==> config.mk <==
export PLATFORM = sky130hd
export DESIGN_NAME = data_memory_param_flat
export DESIGN_NICKNAME = d
export VERILOG_FILES = /design/src/rtl/data_memory_param_if.sv /design/src/rtl/data_memory_param.sv /design/src/flat_wrapper.sv
export SDC_FILE = /design/constraint.sdc
export NUM_CORES = 1
export LEC_CHECK = 0
export ABC_AREA = 1
export CAP_MARGIN = 25
export CORE_UTILIZATION = 53
export CTS_BUF_LIST = sky130_fd_sc_hd__clkbuf_8
export DETAILED_ROUTE_END_ITERATION = 12
export PLACE_DENSITY_LB_ADDON = 0.3
export SLEW_MARGIN = 10
export SYNTH_ARGS = -nofsm -noshare
export SYNTH_HDL_FRONTEND = slang
export SYNTH_SLANG_ARGS = --single-unit
==> constraint.sdc <==
create_clock -name clk -period 5.25 [get_ports clk]
set_clock_uncertainty 0.1 [all_clocks]
set_input_delay 1.05 -clock clk [delete_from_list [all_inputs] [get_ports clk]]
set_output_delay 1.05 -clock clk [all_outputs]
set_load 0.03 [all_outputs]
### Met1 routing, run 1

The bar under the picture is 20 um long.
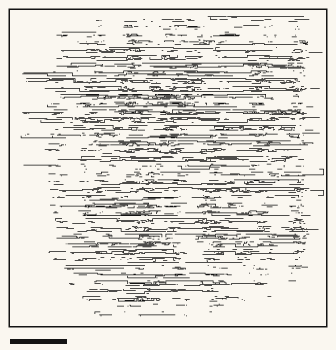
- wire length on this layer: 5560 um
- longest straight run: 46.0 um
DRT Wirelength: 13.7 mm
met1 Resource Use GR: 29.1%

### Met2 routing, run 1

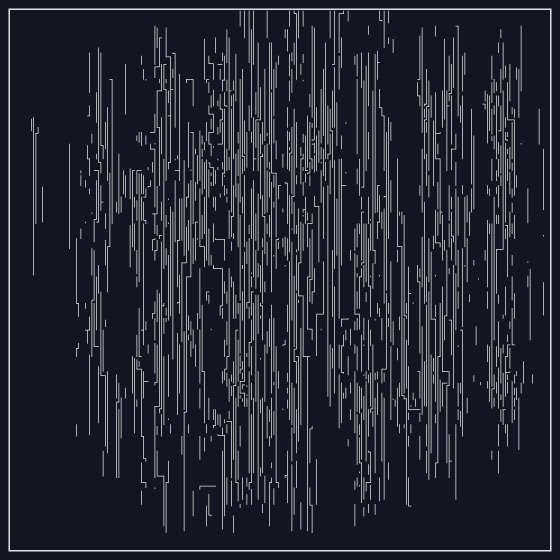
- nets with wire on the layer: 515
- share of all routed wire: 49%
- main direction: vertical
- wire length on this layer: 6680 um
via count: 4302
GRT met2 Usage: 39.1%

### The metal 3 layer, run 1

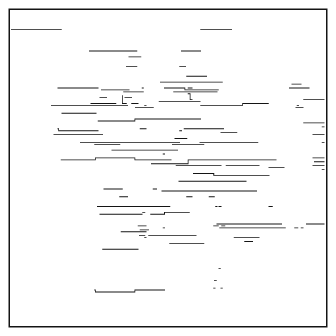
- share of all routed wire: 6.8%
- longest straight run: 34.7 um
- nets with wire on the layer: 61
- main direction: horizontal
GR Util met3: 5.43%

==> results.sh, run 1 <==
# yosys + openroad results
export IMPL_outcome="completed"
export IMPL_wire_per_inst_um=16.8
export IMPL_clk_pin_slew_ps=70
export IMPL_min_period_ps=3380
export IMPL_grt_total_usage_pct=24.0
export IMPL_die_area_mm2=0.0122
export IMPL_firstDrtPassIters=5
export IMPL_worst_pin_slew_ps=971
export IMPL_vdd_drop_max_v=0.000207
export IMPL_ys_area_mm2=0.00625
export IMPL_first_global_vias=4197
export IMPL_drcViolationCount=0
export IMPL_hold_class="reg2reg"
export IMPL_diodes=0
export IMPL_post_cts_setup_buffers=0
export IMPL_fin_tns_setup_ps=0
export IMPL_grt_max_degree=89
export IMPL_largest_reg_flops=128
export IMPL_compound_area_share_pct=1.76
export IMPL_grt_pass1_wl_mm=21.4
export IMPL_arrival_ps=3360
export IMPL_root_buffer="clkbuf_8"
export IMPL_utilization_pct=60.5
export IMPL_io_buffers=26
export IMPL_cts_tree="yes"
export IMPL_syn_avg_cell_area_um2=9.86
export IMPL_path_class="in2reg"
export IMPL_cp_slowest_stage_delay_ps=660
export IMPL_slew_headroom_pct=35.2
export IMPL_reg2reg_depth=7
export IMPL_yosysTopAreaCell="edfxtp_1"
export IMPL_initialDrtViolationCount=360
export IMPL_synth_warnings=0
export IMPL_cts_resized=0
export IMPL_grt_setup_unrepaired="no"
export IMPL_clock_latency_ps=450
export IMPL_maxSlewViolCount=0
export IMPL_synthesis_nets=652
export IMPL_ys_sh_xor_pct=0
run 1: synthesized netlist by cell type:
library cell and count:
nor4_1 1, buf_4 3, clkbuf_1 9, or2_2 4
o21a_1 8, o21ai_0 5, buf_1 1, a21oi_1 5
nand2_1 195, inv_1 79, clkinv_1 1, nand4_1 1
nand3_1 70, nor3_1 2, nor2_2 1, nor2_4 1
inv_2 3, ha_1 2, nor2_8 1, edfxtp_1 128
buf_2 11, or2_0 1, and3_1 1, buf_6 1
nor2_1 83, dfxtp_1 17
run 1: layout make-up:
cell class                      instances  area, um2
Fill cell                             960       4530
Sequential cell                       145       4180
Multi-Input combinational cell        381       1630
Inverter                               83        312
Timing Repair Buffer                   32        300
Clock buffer                           17        234
Tap cell                              143        179
Clock inverter                         14        103
run 1: worst max-delay path, delay by kind of cell:
kind	cells	cell delay [ps]
buf+inv	2	990
simple gates	5	1320
run 1: per-stage QoR:
step,instances,hold slack (ps),setup slack [ps]
floorplan,634,373,2560
global placement,784,391,1500
detailed placement,784,402,1420
CTS,815,411,1900
global route,815,447,1670
finish,815,414,1870
run 1: report_power, final:
part	switching, uW	leakage (uW)	internal, uW
logic	126	0.00142	44.6
clock network	391	0.000168	359
registers	6.50	0.00131	1280
run 1: cell families (layout without fill, tap and decap cells):
group,count (synthesis),count (layout)
and+or+nand+nor,361,361
DFF,145,145
buffers and inverters,108,146
AOI/OAI and AO/OA,18,18
adders and majority gates,2,2
run 1: metal layers:
layer,vias to the layer above,share of wire (%)
met5,-,0
met4,0,3.8
met3,40,6.8
met2,162,49
met1,2010,41
li1,2090,-
run 1: cell usage in the layout, fill, tap and decap left out, types with 2 or more instances in the layout:
master           instances
inv_1                   81
o21ai_0                  5
buf_4                    6
nand2_1                195
clkdlybuf4s50_1         25
or2_2                    4
nand3_1                 70
nor2_2                   2
clkinv_1                 4
clkinv_2                 3
nor2_1                  82
a21oi_1                  5
clkinvlp_4               4
ha_1                     2
clkbuf_8                17
o21a_1                   8
nor3_1                   2
dfxtp_1                 17
inv_2                    3
edfxtp_1               128
### Congestion heat map, run 1

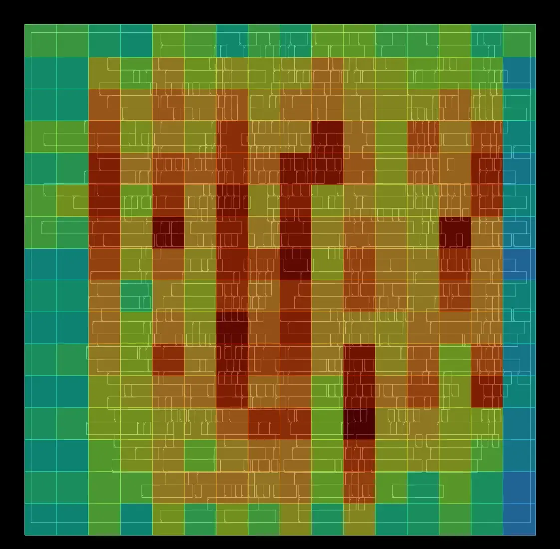

==> inputs of run 2 (changes only) <==
Clock period 5.25 ns to 3.46 ns, I/O delays scaled along.
### Congestion heat map, run 2

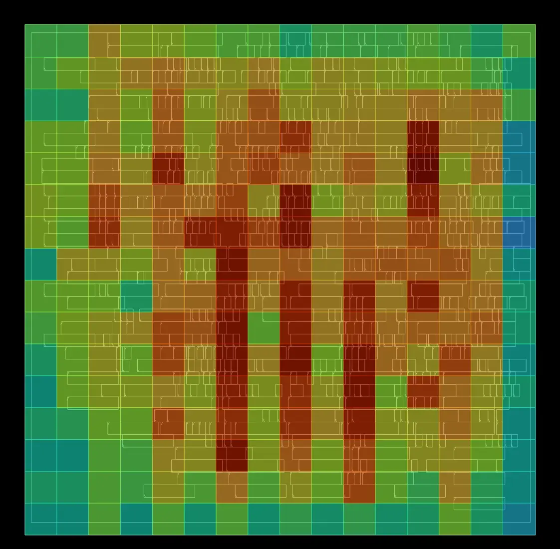
Post-Route Utilization: 63.1%
Most Crowded Layer GR: met2

### Met1 routing, run 2

The bar under the picture is 20 um long.
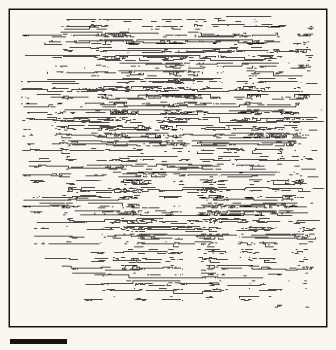
- wire length on this layer: 5860 um
- longest straight run: 48.8 um
- share of all routed wire: 41%
via count: 4431
met1 Resource Use GR: 31.8%

==> run 2 against run 1 <==
  * Non-clock buffer count grew 25
  * Highest routed layer unchanged
  * Worst hold slack gained 2.2 ps
  * Flip-flop count is the same
  * Die area is the same
  * Critical endpoint is now u_core.mem[4][0]
  * Largest power group unchanged
  * Largest cell class unchanged
==> results.sh, run 2 <==
# yosys + openroad results
export IMPL_vdd_drop_max_v=0.000357
export IMPL_ys_async_sr_fraction_pct=0
export IMPL_most_common_cell="nand2_1"
export IMPL_ys_area_mm2=0.00625
export IMPL_syn_avg_cell_area_um2=9.86
export IMPL_wire_per_inst_um=16.8
export IMPL_fill_cells=914
export IMPL_diodes=0
export IMPL_drt_total_wl_mm=14.1
export IMPL_initialDrtViolationCount=306
export IMPL_lay_top_count="nand2_1"
export IMPL_grt_pass1_wl_mm=22.3
export IMPL_enable_flop_cells=128
export IMPL_hold_class="reg2reg"
export IMPL_fin_tns_setup_ps=0
export IMPL_yosys_top_cells_count="195 x nand2_1, 128 x edfxtp_1, 83 x nor2_1, 79 x inv_1, 70 x nand3_1"
export IMPL_post_cts_setup_buffers=0
export IMPL_final_cell_mix="195 x nand2_1, 128 x edfxtp_1, 83 x nor2_1, 80 x inv_1, 70 x nand3_1"
export IMPL_firstDrtPassIters=5
export IMPL_clk_pin_slew_ps=80
export IMPL_largest_reg_flops=128
export IMPL_grt_total_usage_pct=24.8
export IMPL_outcome="completed"
export IMPL_path_class="in2reg"
export IMPL_reg2reg_depth=6
export IMPL_slew_headroom_pct=43.7
export IMPL_first_global_vias=4322
run 2: cell counts after synthesis:
Identical to the previous run, type by type.
run 2: kinds of logic after synthesis:
logic type,share of synthesized area [%]
AOI/OAI and AO/OA,1.76
adders and majority gates,0.400
buffers and inverters,7.01
DFF,67.0
and+or+nand+nor,23.9
run 2: power breakdown:
part | total [uW] | switching, uW | internal [uW] | leakage, uW
Sequential | 1950 | 10.2 | 1940 | 0.00131
Clock | 1490 | 633 | 853 | 0.000219
Combinational | 274 | 192 | 82.0 | 0.00155
Total | 3710 | 835 | 2880 | 0.00308
run 2: metrics by stage:
stage | setup WS [ps] | total power (uW) | hold WS (ps) | instances | utilization, %
floorplan | 1130 | 2150 | 373 | 634 | -
global placement | 408 | 2250 | 389 | 809 | 59.2
detailed placement | 314 | 2260 | 407 | 809 | 59.2
CTS | 799 | 3720 | 417 | 841 | 63.1
global route | 666 | 3830 | 433 | 841 | 63.1
finish | 748 | 3710 | 416 | 841 | 63.1
run 2: cell type report:
type / count / area [um2] / share of cell area, %
multi-input cells: 381 / 1630 / 22.5
flip-flops and latches: 145 / 4180 / 57.8
inverters: 83 / 312 / 4.30
clock buffers: 17 / 234 / 3.23
well taps: 143 / 179 / 2.47
clock inverters: 15 / 216 / 2.99
repair buffers: 57 / 488 / 6.74
run 2: critical path, cell delays in order:
cell and delay (ps):
clkdlybuf4s50_1 580, nor2_8 230, inv_2 100, or2_0 220, o21ai_0 150, nand3_1 200, nor2_1 520
run 2: layer usage:
layer  vias to the layer above  GRT usage [%]  wire (um)  share of wire (%)
met2                       165           39.7       6860                 49
met4                         0           11.2        468                3.3
met3                        34           6.48        956                6.8
li1                       2138              -          -                  -
met5                         -              0          0                  0
met1                      2094           31.8       5860                 41
Power and IR drop assume default switching activity.
